**Sequential cells coloured by netlist name**

The bar under the picture is 100 um long. Other sequential cells in the stronger grey, the rest of the logic in the fainter grey.
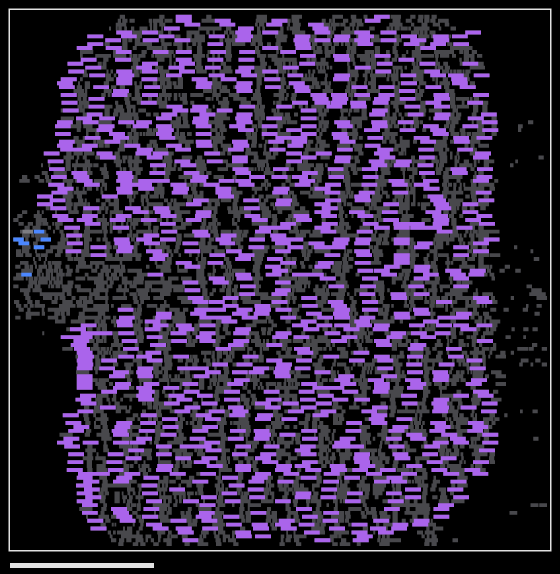
**Signal wires by layer**

The bar under the picture is 100 um long. Two of the layers only.
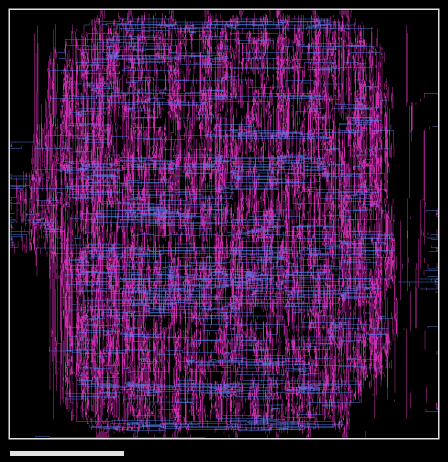
$ cat src/rtl/reg_file_pkg.sv
// core_pkg: shared constants and types for the RV32 core register file.
package core_pkg;
    localparam int XLEN = 32;
    localparam int REG_AW = 5;
    localparam int REG_ZERO = 0;
    localparam int REG_RA = 1;
    localparam int REG_SP = 2;
    typedef enum logic {RF_INIT, RF_READY} rf_state_t;
endpackage

$ cat src/rtl/reg_file_read_port.sv
// rf_read_port: combinational read mux with x0 mask, init mask and optional write bypass.
module rf_read_port
    import core_pkg::*;
#(
    parameter int XLEN = core_pkg::XLEN,
    parameter int AW = core_pkg::REG_AW,
    parameter bit BYPASS = 1'b1
) (
    input  logic [AW-1:0]   addr,
    input  logic            busy,
    input  logic            we,
    input  logic [AW-1:0]   wr_addr,
    input  logic [XLEN-1:0] wr_data,
    input  logic [XLEN-1:0] stored,
    output logic [XLEN-1:0] data
);
    // addr != 0 already implies wr_addr != 0 on a bypass hit
    always_comb data = (busy || addr == AW'(REG_ZERO)) ? '0 :
                       (BYPASS && we && wr_addr == addr) ? wr_data : stored;
endmodule

$ cat src/rtl/reg_file.sv
// reg_file: 2R1W integer register file with post-reset sequential initialisation.
module reg_file
    import core_pkg::*;
#(
    parameter int XLEN = core_pkg::XLEN,
    parameter int NREG = 32,
    parameter int AW = core_pkg::REG_AW,
    parameter logic [XLEN-1:0] SP_INIT = 32'h0000_3FFC,
    parameter bit BYPASS = 1'b1
) (
    input  logic            clk,
    input  logic            rst,
    input  logic [AW-1:0]   rs1_addr,
    input  logic [AW-1:0]   rs2_addr,
    output logic [XLEN-1:0] rs1_data,
    output logic [XLEN-1:0] rs2_data,
    input  logic            we,
    input  logic [AW-1:0]   rd_addr,
    input  logic [XLEN-1:0] rd_data,
    input  logic [AW-1:0]   dbg_addr,
    output logic [XLEN-1:0] dbg_data,
    output logic            init_busy
);
    localparam logic [AW:0] IDX_LAST = (AW+1)'(NREG - 1);
    localparam logic [AW:0] IDX_SP = (AW+1)'(REG_SP);
    rf_state_t state, state_nx;
    logic [AW:0] idx;
    logic [XLEN-1:0] regs [NREG];
    logic wr_en;
    always_ff @(posedge clk) begin
        if (rst) begin
            state <= RF_INIT;
            idx <= '0;
        end else begin
            state <= state_nx;
            idx <= (state == RF_INIT) ? idx + 1'b1 : idx;
        end
    end
    always_comb begin
        state_nx = state;
        if (state == RF_INIT && idx == IDX_LAST) state_nx = RF_READY;
    end
    assign init_busy = (state == RF_INIT);
    assign wr_en = we && state == RF_READY;
    // no reset on the array so it can map to distributed RAM
    always_ff @(posedge clk) begin
        if (!rst) begin
            if (state == RF_INIT) regs[idx[AW-1:0]] <= (idx == IDX_SP) ? SP_INIT : '0;
            else if (wr_en && rd_addr != AW'(REG_ZERO)) regs[rd_addr] <= rd_data;
        end
    end
    rf_read_port #(.XLEN(XLEN), .AW(AW), .BYPASS(BYPASS)) u_rs1 (
        .addr(rs1_addr), .busy(init_busy), .we(wr_en), .wr_addr(rd_addr),
        .wr_data(rd_data), .stored(regs[rs1_addr]), .data(rs1_data)
    );
    rf_read_port #(.XLEN(XLEN), .AW(AW), .BYPASS(BYPASS)) u_rs2 (
        .addr(rs2_addr), .busy(init_busy), .we(wr_en), .wr_addr(rd_addr),
        .wr_data(rd_data), .stored(regs[rs2_addr]), .data(rs2_data)
    );
    rf_read_port #(.XLEN(XLEN), .AW(AW), .BYPASS(1'b0)) u_dbg (
        .addr(dbg_addr), .busy(init_busy), .we(wr_en), .wr_addr(rd_addr),
        .wr_data(rd_data), .stored(regs[dbg_addr]), .data(dbg_data)
    );
endmodule

$ cat config.mk
export PLATFORM = sky130hd
export DESIGN_NAME = reg_file
export DESIGN_NICKNAME = d
export VERILOG_FILES = /design/src/rtl/reg_file_pkg.sv /design/src/rtl/reg_file_read_port.sv /design/src/rtl/reg_file.sv
export SDC_FILE = /design/constraint.sdc
export NUM_CORES = 2
export LEC_CHECK = 0
export CORE_MARGIN = 2
export CORE_UTILIZATION = 43
export DETAILED_ROUTE_END_ITERATION = 8
export HOLD_SLACK_MARGIN = 0.15
export PLACE_DENSITY = 0.6
export REMOVE_ABC_BUFFERS = 1
export SLEW_MARGIN = 20
export SYNTH_ARGS = -nofsm -noshare
export SYNTH_HDL_FRONTEND = slang
export SYNTH_HIERARCHICAL = 1
export SYNTH_SLANG_ARGS = --single-unit
$ cat constraint.sdc
create_clock -name clk -period 4.8 [get_ports clk]
set_input_delay 0.72 -clock clk [delete_from_list [all_inputs] [get_ports clk]]
set_output_delay 0.72 -clock clk [all_outputs]
set_load 0.01 [all_outputs]
==> flow_metrics.py <==
# Flow results
metrics = {
    "synthesis": {
        "synth.largest_area_cell": "edfxtp_1",
        "synth_stat.cells": 4969,
        "yosysWarnings": 6,
        "area_leaders": "edfxtp_1 52%, mux2i_1 26%, a22oi_1 3.6%",
        "flop_cell": "edfxtp_1",
        "synth_seq_share_pct": 51.9,
        "synth_flops": 1031,
        "edf_count": 1024,
        "yosysChipArea_mm2": 0.0595,
        "common_cells": "1537 x mux2i_1, 1024 x edfxtp_1, 365 x nand2_1",
        "top_cell": "mux2i_1",
        "syn_area_per_cell_um2": 12.0,
    },
    "global_routing": {
        "grt_pass1_wl_um": 326000,
        "first_global_vias": 45600,
        "grt_usage_pct": 32.0,
        "grtUsageMet3_pct": 7.75,
        "gr-usage-met2_pct": 47.4,
        "antenna_found_initial": 7,
        "grt_max_degree": 65,
        "busiest_layer": "met2",
        "grt-ovfl-total": 0,
        "gr-usage-met1_pct": 45.4,
    },
    "timing": {
        "rsz0062_at_grt": "false",
        "relSlewSlack_pct": 19.8,
        "hold_viol_final": 0,
        "maxSlewViolCount": 0,
        "worst_pin_slew_ps": 1200,
        "finalClockPeriodUsage_pct": 95.5,
        "setup_tns_ps": 0,
        "setup-violations-final": 0,
        "fmax_mhz": 218,
        "whs_ps": 539,
    },
    "worst_setup_path": {
        "end_kind": "output pin",
        "worstPathCellList": "clkdlybuf4s50_1 > nand2b_2 > buf_4 > a21oi_1 > a31oi_1 > nand3_1 > nand2b_1 > a21oi_1 > clkdlybuf4s50_1",
        "reg2reg_from": "state",
        "crit_start": "dbg_addr[3]",
        "startpoint_type": "input port",
        "path_class": "input port to output pin",
        "cp.required_ps": 4080,
        "slowest_delay_ps": 670,
        "cp_data_arrival_time_ps": 3870,
        "worst-path-max-fanout": 11,
    },
    "power": {
        "peakVddDrop_mv": 0.284,
        "powerDensity_mw_per_mm2": 305,
        "p_leak_nw": 25.7,
        "p_total_w": 0.0211,
    },
    "clocking": {
        "clock_latency_ps": 740,
        "clock-sinks": 1031,
        "htree_levels": 3,
        "clk_path_buf_depth": 3,
        "cts_hold_repair.buffers": 0,
        "clk_pin_slew_ps": 60,
        "numCtsBuffers": 114,
        "clockRootBuffer": "clkbuf_16",
        "tritoncts": "done",
    },
    "layout": {
        "final_layout_top_logic_cell": "mux2i_1",
        "nets": 5179,
        "final_area_mm2": 0.0691,
        "layout_top_cells": "1537 x mux2i_1, 1024 x edfxtp_1, 362 x nand2_1, 323 x a21oi_1, 289 x nand3_1",
        "final_cells": 7015,
        "area_growth_pct": 16.1,
        "drive_gt1_share_pct": 10.7,
    },
    "routing": {
        "drc": 3,
        "wl_met3_um": 27200,
        "drt-initial-drc-count": 6646,
        "wl_per_cell_um": 33.3,
        "wl_met2_um": 100000,
        "top_layer": "met5",
        "drt_pass1_iterations": 8,
        "via_count": 47000,
        "postRouteAntennaNets": 0,
    },
    "placed_design": {
        "dp_hpwl_um": 135000,
        "placed_cell_area_mm2": 0.0655,
        "routabilityCongestion": 0.875,
        "placed_cells": 6800,
    },
    "floorplan": {
        "core_area_mm2": 0.137,
        "top_level_ports": 152,
        "die_x_um": 376,
        "row_count": 136,
        "fp.dieH_um": 376,
    },
    "run_status": {
        "violations": "DRC",
        "status": "finished with violations",
    },
    "job": {
        "warnings": 27,
    },
}
Back to the opening pictures, 'sequential cells coloured by netlist name':
[purple] `regs` | flops: 1024 | where: all over the die
[blue] `idx` | flops: 6 | where: middle left

Back to the opening pictures, 'signal wires by layer':
[blue] metal 3 | wire length: 27.2 mm
[magenta] metal 2 | wire length: 100 mm

[path summary, 6_finish.rpt]
check / to / slack, ps / cells past startpoint
max: dbg_data[27] / 210 / 9
min: idx[5] / 540 / 2
max reg2reg: regs[24][7] / 1530 / 6
min reg2reg: idx[5] / 540 / 2
[flip-flops by register name (all words and copies together), names as in the netlist]
name and flops:
idx 6, regs 1024, state 1
[through the flow]
stage,utilization [%],worst slack [ps]
2_1_floorplan,-,-1740
3_3_place_gp,47.6,405
3_5_place_dp,47.6,393
4_1_cts,50.2,386
5_1_grt,50.2,261
6_report,50.2,215
[logic make-up (layout without fill, tap and decap cells)]
family / after synthesis / in the layout / synth area share [%]
multiplexers: 1537 / 1537 / 25.9
flip-flops: 1031 / 1031 / 51.9
AND-OR/OR-AND: 991 / 991 / 11.1
AND/OR/NAND/NOR: 958 / 958 / 7.64
buffers and inverters: 436 / 683 / 3.26
XOR/XNOR: 14 / 14 / 0.206
adder cells (fa/ha/maj): 2 / 2 / 0.0420
other: 0 / 5 / 0
[report_power, final]
| group | leakage (nW) | switching (W) | total (W) | internal [W] |
|---|---|---|---|---|
| Combinational | 15.4 | 0.00160 | 0.00249 | 0.000896 |
| Sequential | 8.55 | 0.0000447 | 0.00997 | 0.00993 |
| Clock | 1.76 | 0.00374 | 0.00860 | 0.00485 |
[worst min-delay path, cell delays in order (launching register included)]
cell and delay, ps:
dfxtp_1 330, o21ai_0 90, a21oi_1 70
[cell type report]
cell class / instances / area (um^2)
antenna: 5 / 12.5
tap: 1794 / 2240
clock inverter: 71 / 597
timing repair buffer: 468 / 5300
sequential: 1031 / 30900
multi-input combinational: 3502 / 27000
clock buffer: 139 / 2970
inverter: 5 / 20.0
fill: 11900 / 68400
Power and IR drop assume default switching activity.
